==> config.mk <==
export PLATFORM = sky130hd
export DESIGN_NAME = bus_cycle_sequencer
export DESIGN_NICKNAME = d
export VERILOG_FILES = /design/src/rtl/bus_cycle_sequencer_pkg.sv /design/src/rtl/bus_cycle_sequencer.sv
export SDC_FILE = /design/constraint.sdc
export NUM_CORES = 1
export LEC_CHECK = 0
export ABC_AREA = 1
export CORE_AREA = 4 4 99 101
export CTS_BUF_LIST = sky130_fd_sc_hd__clkbuf_4 sky130_fd_sc_hd__clkbuf_8
export CTS_CLUSTER_SIZE = 12
export DETAILED_ROUTE_END_ITERATION = 10
export DIE_AREA = 0 0 103 105
export PLACE_DENSITY = 0.61
export SYNTH_ARGS = -nofsm -noshare
export SYNTH_HDL_FRONTEND = slang
export SYNTH_SLANG_ARGS = --single-unit
==> constraint.sdc <==
create_clock -name i_clock -period 1.3 [get_ports i_clock]
set_input_delay 0.26 -clock i_clock [delete_from_list [all_inputs] [get_ports i_clock]]
set_output_delay 0.26 -clock i_clock [all_outputs]
set_load 0.01 [all_outputs]
==> src/rtl/bus_cycle_sequencer_pkg.sv <==
// Shared types, constants and decode helpers for the 8088-style bus cycle sequencer.
package bus_cycle_sequencer_pkg;

  typedef enum logic [2:0] {
    BT_MEM_RD = 3'd0,
    BT_MEM_WR = 3'd1,
    BT_IO_RD  = 3'd2,
    BT_IO_WR  = 3'd3,
    BT_INTA   = 3'd4
  } bus_type_t;

  typedef enum logic [2:0] {
    TI = 3'd0,
    T1 = 3'd1,
    T2 = 3'd2,
    T3 = 3'd3,
    TW = 3'd4,
    T4 = 3'd5
  } t_state_t;

  localparam logic [7:0] IDLE_DATA = 8'hFF;

  // Unused encodings fall back to a memory read
  function automatic bus_type_t decode_type(input logic [2:0] raw);
    case (raw)
      3'd1:    decode_type = BT_MEM_WR;
      3'd2:    decode_type = BT_IO_RD;
      3'd3:    decode_type = BT_IO_WR;
      3'd4:    decode_type = BT_INTA;
      default: decode_type = BT_MEM_RD;
    endcase
  endfunction

  function automatic logic is_io(input bus_type_t bt);
    is_io = (bt == BT_IO_RD) || (bt == BT_IO_WR) || (bt == BT_INTA);
  endfunction

  function automatic logic is_write(input bus_type_t bt);
    is_write = (bt == BT_MEM_WR) || (bt == BT_IO_WR);
  endfunction

  function automatic logic uses_rd_strobe(input bus_type_t bt);
    uses_rd_strobe = (bt == BT_MEM_RD) || (bt == BT_IO_RD);
  endfunction

  function automatic logic captures_data(input bus_type_t bt);
    captures_data = uses_rd_strobe(bt) || (bt == BT_INTA);
  endfunction

endpackage

==> src/rtl/bus_cycle_sequencer.sv <==
// Runs one T1..T4 bus cycle per request (two for INTA), inserting Tw states from RDY
// and bounding them with WAIT_LIMIT. All outputs come straight from registers.
module bus_cycle_sequencer
  import bus_cycle_sequencer_pkg::*;
#(
  parameter int WAIT_LIMIT = 255,
  parameter int ADDR_WIDTH = 20
) (
  input  logic                  i_clock,
  input  logic                  i_reset,
  input  logic                  i_cpu_clock_posedge,
  input  logic                  i_cpu_clock_negedge,
  input  logic                  i_req,
  input  logic [2:0]            i_req_type,
  input  logic [ADDR_WIDTH-1:0] i_req_address,
  input  logic [7:0]            i_req_wdata,
  output logic                  o_ack,
  output logic [7:0]            o_rdata,
  output logic                  o_timeout,
  output logic                  o_ale,
  output logic                  o_io_or_m,
  output logic                  o_rd_n,
  output logic                  o_wr_n,
  output logic                  o_inta_n,
  output logic [ADDR_WIDTH-1:0] o_address,
  output logic [7:0]            o_data_out,
  output logic                  o_data_oe,
  input  logic [7:0]            i_data_in,
  input  logic                  i_rdy
);

  localparam logic [7:0] LP_WAIT_LIMIT = 8'(WAIT_LIMIT);

  t_state_t              r_state;
  bus_type_t             r_type;
  logic [7:0]            r_wait_cnt;
  logic [7:0]            r_capture;
  logic [7:0]            r_rdata;
  logic                  r_inta_phase;
  logic                  r_to_seen;
  logic                  r_ack;
  logic                  r_timeout;
  logic                  r_ale;
  logic                  r_io_or_m;
  logic                  r_rd_n;
  logic                  r_wr_n;
  logic                  r_inta_n;
  logic                  r_data_oe;
  logic [ADDR_WIDTH-1:0] r_address;
  logic [7:0]            r_data_out;

  bus_type_t w_req_type;
  logic      w_cycle_done;
  logic      w_wait_expired;
  logic      w_start;

  // Decode of the incoming request and of the cycle-completion conditions
  always_comb begin
    w_req_type     = decode_type(i_req_type);
    w_cycle_done   = (r_state == T4) && !((r_type == BT_INTA) && !r_inta_phase);
    w_wait_expired = (r_state == TW) && (r_wait_cnt == LP_WAIT_LIMIT) && !i_rdy;
    w_start        = i_cpu_clock_posedge && i_req && ((r_state == TI) || w_cycle_done);
  end

  // Request latch: a new transfer starts from TI or directly out of a finished T4
  always_ff @(posedge i_clock) begin
    if (i_reset) begin
      r_type     <= BT_MEM_RD;
      r_address  <= {ADDR_WIDTH{1'b0}};
      r_data_out <= 8'h00;
      r_io_or_m  <= 1'b0;
    end else if (w_start) begin
      r_type     <= w_req_type;
      r_address  <= i_req_address;
      r_data_out <= i_req_wdata;
      r_io_or_m  <= is_io(w_req_type);
    end
  end

  // T-state sequencer: state moves on CPU rising edges, read strobes and data_oe release on falling edges
  always_ff @(posedge i_clock) begin
    if (i_reset) begin
      r_state      <= TI;
      r_wait_cnt   <= 8'd0;
      r_capture    <= IDLE_DATA;
      r_rdata      <= IDLE_DATA;
      r_inta_phase <= 1'b0;
      r_to_seen    <= 1'b0;
      r_ack        <= 1'b0;
      r_timeout    <= 1'b0;
      r_ale        <= 1'b0;
      r_rd_n       <= 1'b1;
      r_wr_n       <= 1'b1;
      r_inta_n     <= 1'b1;
      r_data_oe    <= 1'b0;
    end else begin
      r_ack <= 1'b0;
      if (i_cpu_clock_posedge) begin
        case (r_state)
          TI: begin
            if (i_req) begin
              r_state      <= T1;
              r_ale        <= 1'b1;
              r_wait_cnt   <= 8'd0;
              r_to_seen    <= 1'b0;
              r_inta_phase <= 1'b0;
              r_timeout    <= 1'b0;
            end
          end
          T1: begin
            r_state   <= T2;
            r_ale     <= 1'b0;
            r_timeout <= 1'b0;
            if (is_write(r_type)) begin
              r_wr_n    <= 1'b0;
              r_data_oe <= 1'b1;
            end
          end
          T2: r_state <= T3;
          T3, TW: begin
            if (i_rdy || w_wait_expired) begin
              r_state   <= T4;
              r_capture <= i_rdy ? i_data_in : IDLE_DATA;
              r_rd_n    <= 1'b1;
              r_wr_n    <= 1'b1;
              r_inta_n  <= 1'b1;
              if (!i_rdy) begin
                r_to_seen <= 1'b1;
              end
            end else begin
              r_state    <= TW;
              r_wait_cnt <= r_wait_cnt + 8'd1;
            end
          end
          T4: begin
            if (!w_cycle_done) begin
              // First INTA cycle done: its data is dropped and the second cycle follows
              r_inta_phase <= 1'b1;
              r_state      <= T1;
              r_ale        <= 1'b1;
              r_wait_cnt   <= 8'd0;
            end else begin
              r_ack        <= 1'b1;
              r_timeout    <= r_to_seen;
              r_inta_phase <= 1'b0;
              if (captures_data(r_type)) begin
                r_rdata <= r_capture;
              end
              if (i_req) begin
                r_state    <= T1;
                r_ale      <= 1'b1;
                r_wait_cnt <= 8'd0;
                r_to_seen  <= 1'b0;
              end else begin
                r_state <= TI;
              end
            end
          end
          default: r_state <= TI;
        endcase
      end else if (i_cpu_clock_negedge) begin
        case (r_state)
          T2: begin
            if (uses_rd_strobe(r_type)) begin
              r_rd_n <= 1'b0;
            end
            if (r_type == BT_INTA) begin
              r_inta_n <= 1'b0;
            end
          end
          T4:      r_data_oe <= 1'b0;
          default: ;
        endcase
      end
    end
  end

  assign o_ack      = r_ack;
  assign o_rdata    = r_rdata;
  assign o_timeout  = r_timeout;
  assign o_ale      = r_ale;
  assign o_io_or_m  = r_io_or_m;
  assign o_rd_n     = r_rd_n;
  assign o_wr_n     = r_wr_n;
  assign o_inta_n   = r_inta_n;
  assign o_address  = r_address;
  assign o_data_out = r_data_out;
  assign o_data_oe  = r_data_oe;

endmodule

Figure 1. The clock network.
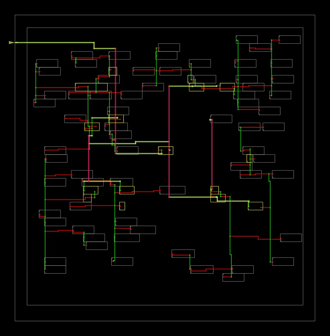
number of sequential cells: 68
clock tree skew after final layout: 0.0106 ns

Figure 2. Supply network.
Pins as bars on the die edge.
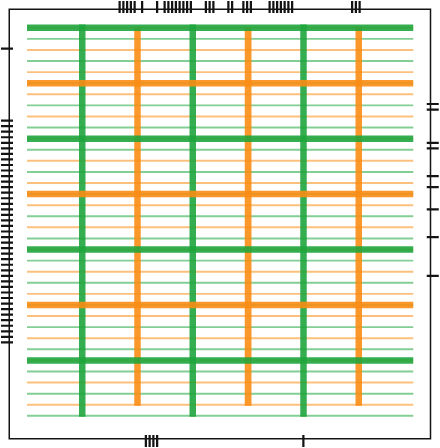
color	net
orange	VDD
green	VSS
rows	35
met1 rails	36
signal pins	89
met4 straps	6
maximum VDD drop: 0.747 mV
area of the core region: 9020 sq um
x dimension of the die: 103 microns
die extent in y: 105 microns

Figure 3. Selected gate families.
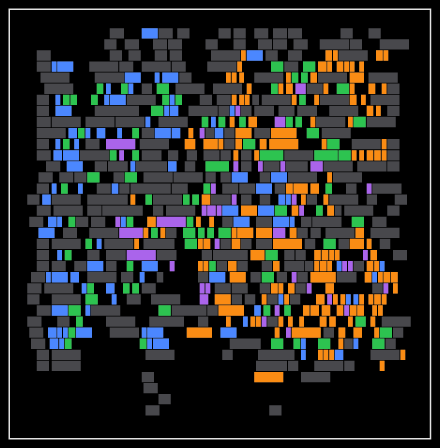
color	family	cells
purple	inv cells	39
blue	nor cells	88
orange	nand cells	152
green	aoi and oai cells	79
commonest non-fill, non-tap cell in the layout: nand2_1
post-layout instance count excluding filler cells: 724
Comb/total area: 0.361

Figure 4. Sequential cells grouped by signal name.
Other sequential cells in the stronger gray, the rest of the logic in the fainter gray.
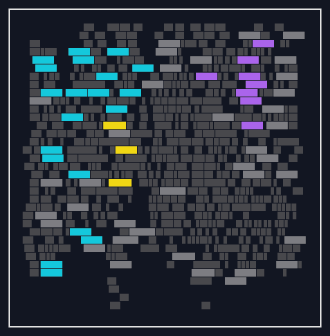
color	netlist name	placed flops
purple	r_capture	8
yellow	r_type	3
cyan	o_address	20
not colored	37
Seq area share: 0.249
register area: 1380 sq um
post-layout util: 0.613
Power Sequential: 2.37 mW

Figure 5. Zoomed window.
Region (1, 54) to (51, 104) microns. Cells in gray, sequential cells in the stronger gray; small squares are vias.
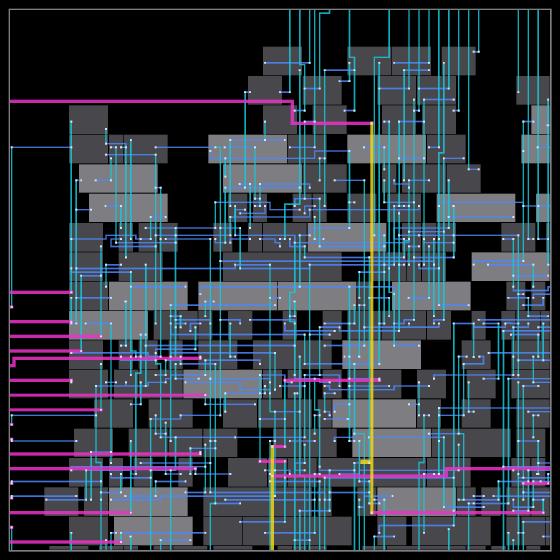
color	layer
magenta	M3
yellow	M4
blue	M1
cyan	M2
netlist names of flops here include	o_address (15), r_type (2)
most frequent	dfxtp_1 (19), clkdlybuf4s50_1 (18)
cells with their middle in the window	142
sequential cells in the window	20

==> results.txt <==
Status of the implementation.

- The number of warnings reported in the stage logs is 29.
- The synthesized-area fraction occupied by adder cells is 0.00411, for reference.
- As logged by OpenROAD, the buffers inserted on ports number 88.
- The worst setup margin is -0.208 ns, for reference.
- The total overflow left after global routing is 0.
- The run finished, with violations left.
- The number of instances in the synthesized netlist is 443, for reference.
- The number of I/O pins is 89, for reference.
- The final critical-path share of the clock period is 1.16, for reference.
- The report lists the number of cells resized after CTS as 193.
- For this design, Yosys synthesis ends with a cell count of 443.
- The timing startpoint of the critical path is r_state[1], for reference.
- In this run, distinct cell masters in the synthesized netlist total 27.
- The final timing report derives a shortest allowable period of 1.51 ns.
- Setup repair after global routing could not meet its margin everywhere.
- The routed length on met1 is 4290 microns, for reference.
- The detailed router finished its first iteration with 123 violations.
- The delay contributed by the slowest stage of the critical path is 0.37 ns, for reference.
- The standard cell area after detailed placement is 4530 sq um, for reference.
- The number of failing setup endpoints in the final timing report is 56, for reference.
- The total power divided by cell area is 1090 nW/um^2, for reference.
- The number of antenna violations at the first check in global routing is 0.
- By area, the combinational part of the netlist is dominated by simple AND/OR/NAND/NOR gates.
- The xor/xnor cell area share of the yosys netlist is 0, for reference.
- The synthesized design contains 0 enable-type register cells.
- The final reports fail on setup timing.
- Of the total synthesized cell area, the portion taken by AND-OR and OR-AND cells is 0.138.
- The initialized floorplan defines 35 standard-cell rows.
- The combinational logic power is 1.93 mW, for reference.
- The run reported a max-capacitance violation count of 0.
- The power group with the largest share is registers, for reference.
- The leakage component of the power was reported as 2.38 nW.
- The class of the most critical hold timing path is register to register, for reference.
- In the layout the commonest cells are 83 x nand2_1, 61 x dfxtp_1, 58 x buf_4, 45 x dlygate4sd2_1, 44 x nor2_1.
- The cell group occupying the most layout area is logic gates, for reference.
- The met3 layer usage reported by global route is 0.0681, for reference.
- Checking max transition, the worst relative margin is 0.807.
- The finished layout cell area is 5530 sq um, for reference.
- Per the timing report, the most critical flop-to-flop path originates at r_state[1].
- Among the stages of the critical path, the cell type that occurs most often is inv_4.
- The global-route wire length before repair is 16600 microns, for reference.
- The count of yosys warnings during synthesis is 0, for reference.
- The register area share after synthesis is 0.447, for reference.
- STA lists the startpoint of the worst hold path as o_wr_n.
- Counting along the longest clock path gives a buffer depth of 2.
- The most used routing layer is met2, for reference.
- The non-clock inverter total of the final layout is 39, for reference.
- The area recorded from the Yosys report for this design is 3050 sq um.
- The startpoint type of the worst setup path is a register, for reference.
- The number of fill cells is 837, for reference.
- The CTS tree is built, for reference.
- The register clock-pin slew on the reported worst setup and hold paths is 0.07 ns, for reference.
- The area fraction of clock buffers and clock inverters is 0.0346, for reference.
- The synthesized area is 3050 sq um, for reference.
- Counting the clock-network buffers in the layout gives 11.
- For this sky-water flow run, the detailed-routed wirelength per cell is reported as 14.4 microns.
- The worst hold-check slack is 0.449 ns, for reference.
- The floorplan step records an initial core utilization of 0.338.
- Listed in order, past its start point the critical path passes inv_4 -> nand3_4 -> inv_4 -> nand2_4 -> o21ai_4 -> buf_12 -> inv_12 -> nand2_1 -> a21oi_1.
- Yosys instantiated no cell more often than nand2_1.
- After legalization and detailed placement, the total HPWL measured 6560 microns.
- The total power draw is 6.04 mW, for reference.
- The clock reaches the later pin of the worst-skew pair after 0.35 ns.
- The worst hold path terminates at o_wr_n.
- The non-clock buffer count in the final layout is 167, for reference.
- The STA report counts the stages on the worst setup path as 9.
- The number of tap cells added at floorplan is 111, for reference.
- The critical path arrival is 1.73 ns, for reference.
- Sorting the Yosys area breakdown by cell type puts at the top dfxtp_1.
Power figures rest on the tool's default switching activity, not on a simulated workload.
